**Congestion heat map**

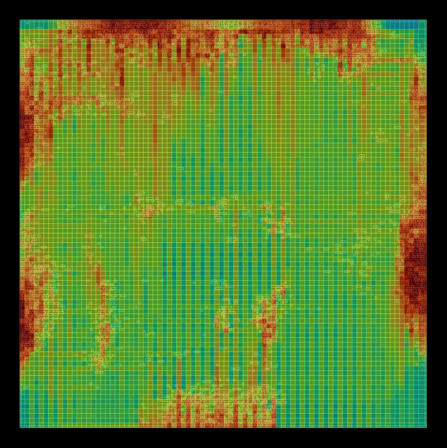
**Cell classes on the final placement**

(1 px per um)
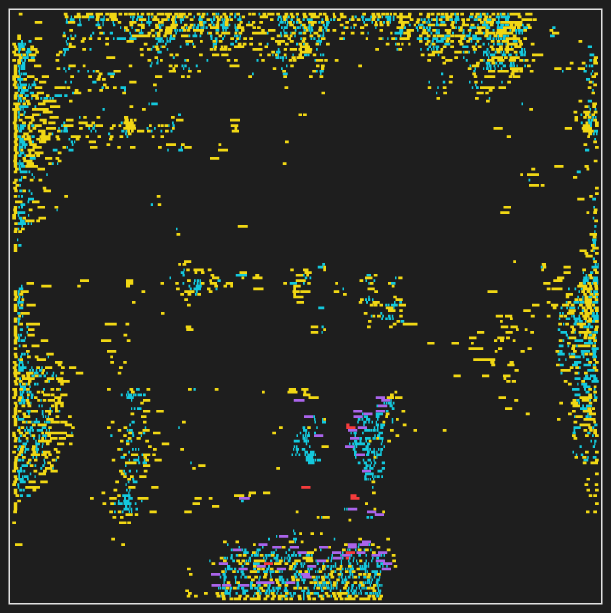
**Where the registers sit**

(1 px per um) Other sequential cells in the stronger grey, the rest of the logic in the fainter grey.
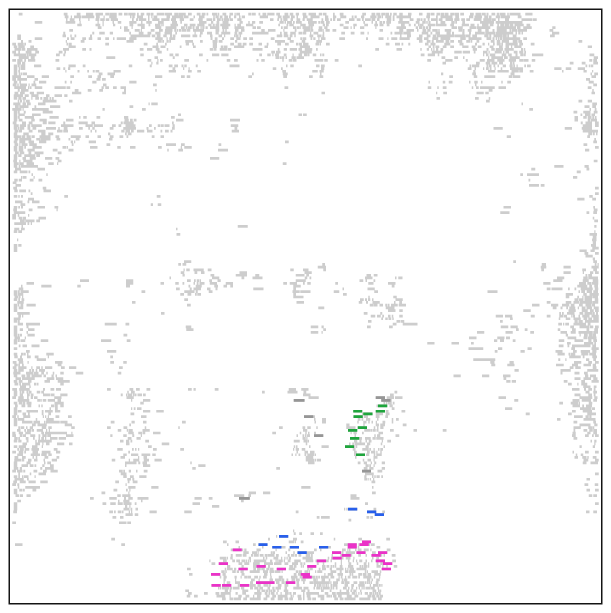
**The metal 1 layer**

(1 px per um)
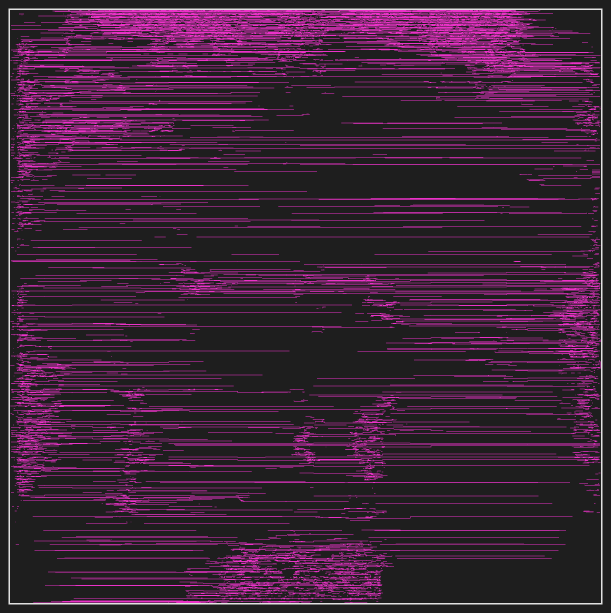
`src/rtl/vdma_wr_arbiter.sv`:
```
// vdma_wr_arbiter: round-robin sharing of one AXI write core between NUM_CH
// stream channels, one burst per grant.
// Optional watchdog: define VDMA_ARB_WDT_EN to add wdt_err/wdt_ch.
module vdma_wr_arbiter #(
  parameter int NUM_CH    = 4,
  parameter int CHSIZE    = 2,
  parameter int ASIZE     = 29,
  parameter int LSIZE     = 9,
  parameter int AXI_DSIZE = 256
`ifdef VDMA_ARB_WDT_EN
  , parameter int WDT_CYCLES = 4096
`endif
) (
  input  logic                          axi_aclk,
  input  logic                          axi_rst,
  input  logic [NUM_CH-1:0]             ch_req,
  input  logic [NUM_CH*LSIZE-1:0]       ch_len,
  input  logic [NUM_CH*ASIZE-1:0]       ch_addr,
  input  logic [NUM_CH*AXI_DSIZE-1:0]   ch_wdata,
  output logic [NUM_CH-1:0]             ch_resp,
  output logic [NUM_CH-1:0]             ch_done,
  output logic [NUM_CH-1:0]             ch_pull_en,
  output logic                          core_write_req,
  output logic [LSIZE-1:0]              core_req_len,
  output logic [ASIZE-1:0]              core_req_addr,
  input  logic                          core_req_resp,
  input  logic                          core_req_done,
  input  logic                          core_pull_en,
  input  logic                          axi_wready,
  output logic [AXI_DSIZE-1:0]          axi_wdata,
  output logic [CHSIZE-1:0]             grant_id,
  output logic                          busy,
  output logic                          beat_err
`ifdef VDMA_ARB_WDT_EN
  , output logic                        wdt_err,
  output logic [CHSIZE-1:0]             wdt_ch
`endif
);

  typedef enum logic [1:0] {IDLE, REQ, BUSY} state_t;

  state_t                r_state, w_nxt;
  logic [CHSIZE-1:0]     r_rr_ptr, r_grant_id, w_sel;
  logic [LSIZE-1:0]      r_len;
  logic [ASIZE-1:0]      r_addr;
  logic [LSIZE:0]        r_beat_cnt;
  logic                  r_beat_err;
  logic [2*NUM_CH-1:0]   w_dbl;
  logic [NUM_CH-1:0]     w_rot, w_onehot;
  logic                  w_found, w_beat, w_grant;

  // Requests rotated so bit 0 is the channel at rr_ptr; first set bit wins.
  assign w_dbl = {ch_req, ch_req} >> r_rr_ptr;
  assign w_rot = w_dbl[NUM_CH-1:0];

  // Round-robin priority scan starting at rr_ptr
  always_comb begin
    w_found = 1'b0;
    w_sel   = '0;
    for (int k = 0; k < NUM_CH; k++) begin
      if (!w_found && w_rot[k]) begin
        w_found = 1'b1;
        w_sel   = CHSIZE'((int'(r_rr_ptr) + k) % NUM_CH);
      end
    end
  end

  for (genvar i = 0; i < NUM_CH; i++) begin : g_oh
    assign w_onehot[i] = (r_grant_id == CHSIZE'(i));
  end

  assign w_grant = (r_state == IDLE) && w_found;
  assign w_beat  = (r_state == BUSY) && core_pull_en && axi_wready;

  // State register
  always_ff @(posedge axi_aclk or posedge axi_rst) begin
    if (axi_rst) r_state <= IDLE;
    else         r_state <= w_nxt;
  end

  // Next-state: resp only counts in REQ, done only in BUSY
  always_comb begin
    w_nxt = r_state;
    case (r_state)
      IDLE:    if (w_found)       w_nxt = REQ;
      REQ:     if (core_req_resp) w_nxt = BUSY;
      BUSY:    if (core_req_done) w_nxt = IDLE;
      default:                    w_nxt = IDLE;
    endcase
  end

  // Grant capture and round-robin pointer advance after each burst
  always_ff @(posedge axi_aclk or posedge axi_rst) begin
    if (axi_rst) begin
      r_grant_id <= '0;
      r_len      <= '0;
      r_addr     <= '0;
      r_rr_ptr   <= '0;
    end else begin
      if (w_grant) begin
        r_grant_id <= w_sel;
        r_len      <= ch_len[w_sel*LSIZE +: LSIZE];
        r_addr     <= ch_addr[w_sel*ASIZE +: ASIZE];
      end
      if (r_state == BUSY && core_req_done)
        r_rr_ptr <= CHSIZE'((int'(r_grant_id) + 1) % NUM_CH);
    end
  end

  // Beat counter and sticky length-mismatch flag checked at done
  always_ff @(posedge axi_aclk or posedge axi_rst) begin
    if (axi_rst) begin
      r_beat_cnt <= '0;
      r_beat_err <= 1'b0;
    end else begin
      if (w_grant)     r_beat_cnt <= '0;
      else if (w_beat) r_beat_cnt <= r_beat_cnt + 1'b1;
      if (r_state == BUSY && core_req_done &&
          (r_beat_cnt + {{LSIZE{1'b0}}, w_beat}) != ({1'b0, r_len} + 1'b1))
        r_beat_err <= 1'b1;
    end
  end

  // Per-channel handshakes steered to the granted channel only
  always_comb begin
    ch_resp    = w_onehot & {NUM_CH{(r_state == REQ)  && core_req_resp}};
    ch_done    = w_onehot & {NUM_CH{(r_state == BUSY) && core_req_done}};
    ch_pull_en = w_onehot & {NUM_CH{w_beat}};
  end

  assign core_write_req = (r_state == REQ);
  assign core_req_len   = r_len;
  assign core_req_addr  = r_addr;
  assign grant_id       = r_grant_id;
  assign busy           = (r_state != IDLE);
  assign beat_err       = r_beat_err;
  assign axi_wdata      = ch_wdata[r_grant_id*AXI_DSIZE +: AXI_DSIZE];

`ifdef VDMA_ARB_WDT_EN
  localparam int WW = $clog2(WDT_CYCLES + 1);
  logic [WW-1:0] r_wdt_cnt;
  logic          r_wdt_err;
  logic [CHSIZE-1:0] r_wdt_ch;

  // Watchdog: counts cycles spent in one non-idle state; flags but never aborts
  always_ff @(posedge axi_aclk or posedge axi_rst) begin
    if (axi_rst) begin
      r_wdt_cnt <= '0;
      r_wdt_err <= 1'b0;
      r_wdt_ch  <= '0;
    end else if (w_nxt != r_state || r_state == IDLE) begin
      r_wdt_cnt <= '0;
    end else begin
      if (r_wdt_cnt == WW'(WDT_CYCLES - 1)) begin
        r_wdt_err <= 1'b1;
        r_wdt_ch  <= r_grant_id;
      end else begin
        r_wdt_cnt <= r_wdt_cnt + 1'b1;
      end
    end
  end

  assign wdt_err = r_wdt_err;
  assign wdt_ch  = r_wdt_ch;
`endif

endmodule
```
`config.mk`:
```
export PLATFORM = sky130hd
export DESIGN_NAME = vdma_wr_arbiter
export DESIGN_NICKNAME = d
export VERILOG_FILES = /design/src/rtl/vdma_wr_arbiter.sv
export SDC_FILE = /design/constraint.sdc
export NUM_CORES = 1
export LEC_CHECK = 0
export ABC_AREA = 1
export CAP_MARGIN = 20
export CORE_AREA = 2 2 589 591
export DETAILED_ROUTE_END_ITERATION = 16
export DIE_AREA = 0 0 591 593
export SETUP_SLACK_MARGIN = 0.3
export SLEW_MARGIN = 20
export SYNTH_ARGS = -nofsm -noshare
export SYNTH_HDL_FRONTEND = slang
export SYNTH_SLANG_ARGS = --single-unit
export TNS_END_PERCENT = 100
```
`constraint.sdc`:
```
create_clock -name axi_aclk -period 3.23 [get_ports axi_aclk]
set_clock_uncertainty 0.1 [all_clocks]
set_input_delay 0.646 -clock axi_aclk [delete_from_list [all_inputs] [get_ports axi_aclk]]
set_output_delay 0.646 -clock axi_aclk [all_outputs]
set_load 0.01 [all_outputs]
```
==> summary.txt <==
Physical implementation.

- The run finished with clean final reports.
- The reported max-cap violation count is 0.
- The number of cells reported by Yosys stat comes to 2197.
- The share of the cycle needed by the critical path after routing is 0.9674.
- The clock tree from TritonCTS is done.
- In this run the power density over the cells is 1054 mW/mm2.
- The post-layout instance area is 0.04030 mm2.
- The area fraction of the largest cell type after synthesis is 0.2280.
- The worst register-to-register path begins at r_rr_ptr[0]$_DFFE_PP0P_.
- The kind of start point of the critical path is a flop.
- The area of the die is 0.3505 mm2.
- The tree is rooted in a sky130_fd_sc_hd__clkbuf_16.
- The start point of the critical path is grant_id[0]$_DFFE_PP0P_.
- The combinational cell area excluding buffers and inverters is 0.01040 mm2.
- According to the cell report, flip-flops and latches in the layout number 55.
- The share of total power dissipated in combinational logic is 0.953.
- Per the final report, max-transition violations number 0.
- The number of placed instances, taps included, is 8215.
- The first global-routing pass estimated 384400 um of wire.
- The power after layout is 42460 uW.
- In the hold report, the worst path ends at core_req_addr[26]$_DFFE_PP0P_.
- The die height is 593 um.
- The count of final setup violators is 0.
- The most instantiated logic cell after routing is sky130_fd_sc_hd__clkdlybuf4s50_1.
- The largest share of the power goes to combinational logic.
- Adding up every negative setup slack in the final design gives 0 ns.
- The relative contribution of sequential cells to total power is 0.032.
- TritonRoute reported its final design rule violation total as 0.
- The synthesis report gives the async set-or-reset register share as 1.000.
- The worst-case vdd ir drop is 0.6197 mV.
- The fmax is 0.3200 GHz.
- The kind of end point of the critical path is an output port.
- The timing report attributes the biggest portion of critical-path delay to buffers and inverters.
- The worst endpoint data arrival time is 2.38 ns.
- Logic depth along the worst register-to-register path is recorded as 15.
- The floorplan step defined a core boundary enclosing 0.3446 mm2.
- Summed over the clock group, the power is 643 uW.
- The total via count in the routed design is 27.26k.
- Power attributed to combinational cells is 40400 uW.
- Per the detailed-route log, wirelength across all metal layers totals 348700 um.
- STA reports the tightest min-delay check as being of type reg2reg.
- The remaining number of nets flagged by the antenna check after routing is 0.
- The top metal layer carrying routed signals is met5.
- The worst-case max-slew headroom was logged as 0.5070.
- The critical path goes through buf_4, buf_12, buf_16, clkbuf_16, buf_4, o21ai_2, o22ai_2, buf_12.
- The critical path crosses 8 cells after its start point.
- The chip area line of the yosys report is 0.01141 mm2.
- The capture point of the critical path was reported as axi_wdata[71].
- Per report_power, the Sequential row totals 1370 uW.
- The number of nets handed over by synthesis was 3391.
## Picture notes: 'congestion heat map'
met1 track utilization from global routing: 0.1762
gr busiest metal: met2
post-layout utilization of the core: 0.1170

## Picture notes: 'cell classes on the final placement'
- cyan: combinational and other logic (cells 1936)
- red: clock drivers and dummy loads (cells 8)
- yellow: other buffers and delay cells (cells 1817)
- purple: flops (cells 55)

## Picture notes: 'where the registers sit'
- blue: core_req_len (placed flops 9; where bottom centre)
- green: r_beat_cnt (placed flops 10)
- magenta: core_req_addr (placed flops 29; where bottom centre)

## Picture notes: 'the metal 1 layer'
- wire length on this layer: 114 mm
- nets with wire on the layer: 4557
- longest straight run: 509 um

## kinds of logic after synthesis
family | share of synthesized area
xor gates and xnor gates | 0.01688
buffers and inverters | 0.1139
AOI/OAI and AO/OA | 0.3723
and+or+nand+nor | 0.3676
adders and majority gates | 0.008770
DFF | 0.1206
## state kept, by name (all words and copies together), names as in the netlist
register       cells
core_req_addr     29
beat_err           1
r_state            2
r_beat_cnt        10
core_req_len       9
r_rr_ptr           2
grant_id           2
## tightest hold or removal path: stages (launching register included)
cell and delay [ns]:
sky130_fd_sc_hd__dfrtp_1 0.35, sky130_fd_sc_hd__nand2_1 0.06, sky130_fd_sc_hd__nand2_1 0.05
## repair_timing
action	CTS	global route
cloned	29	39
setup buffers	42	61
pin swaps	28	82
resized	274	497
endpoints found under the setup margin	257	236
Power figures rest on the tool's default switching activity, not on a simulated workload.
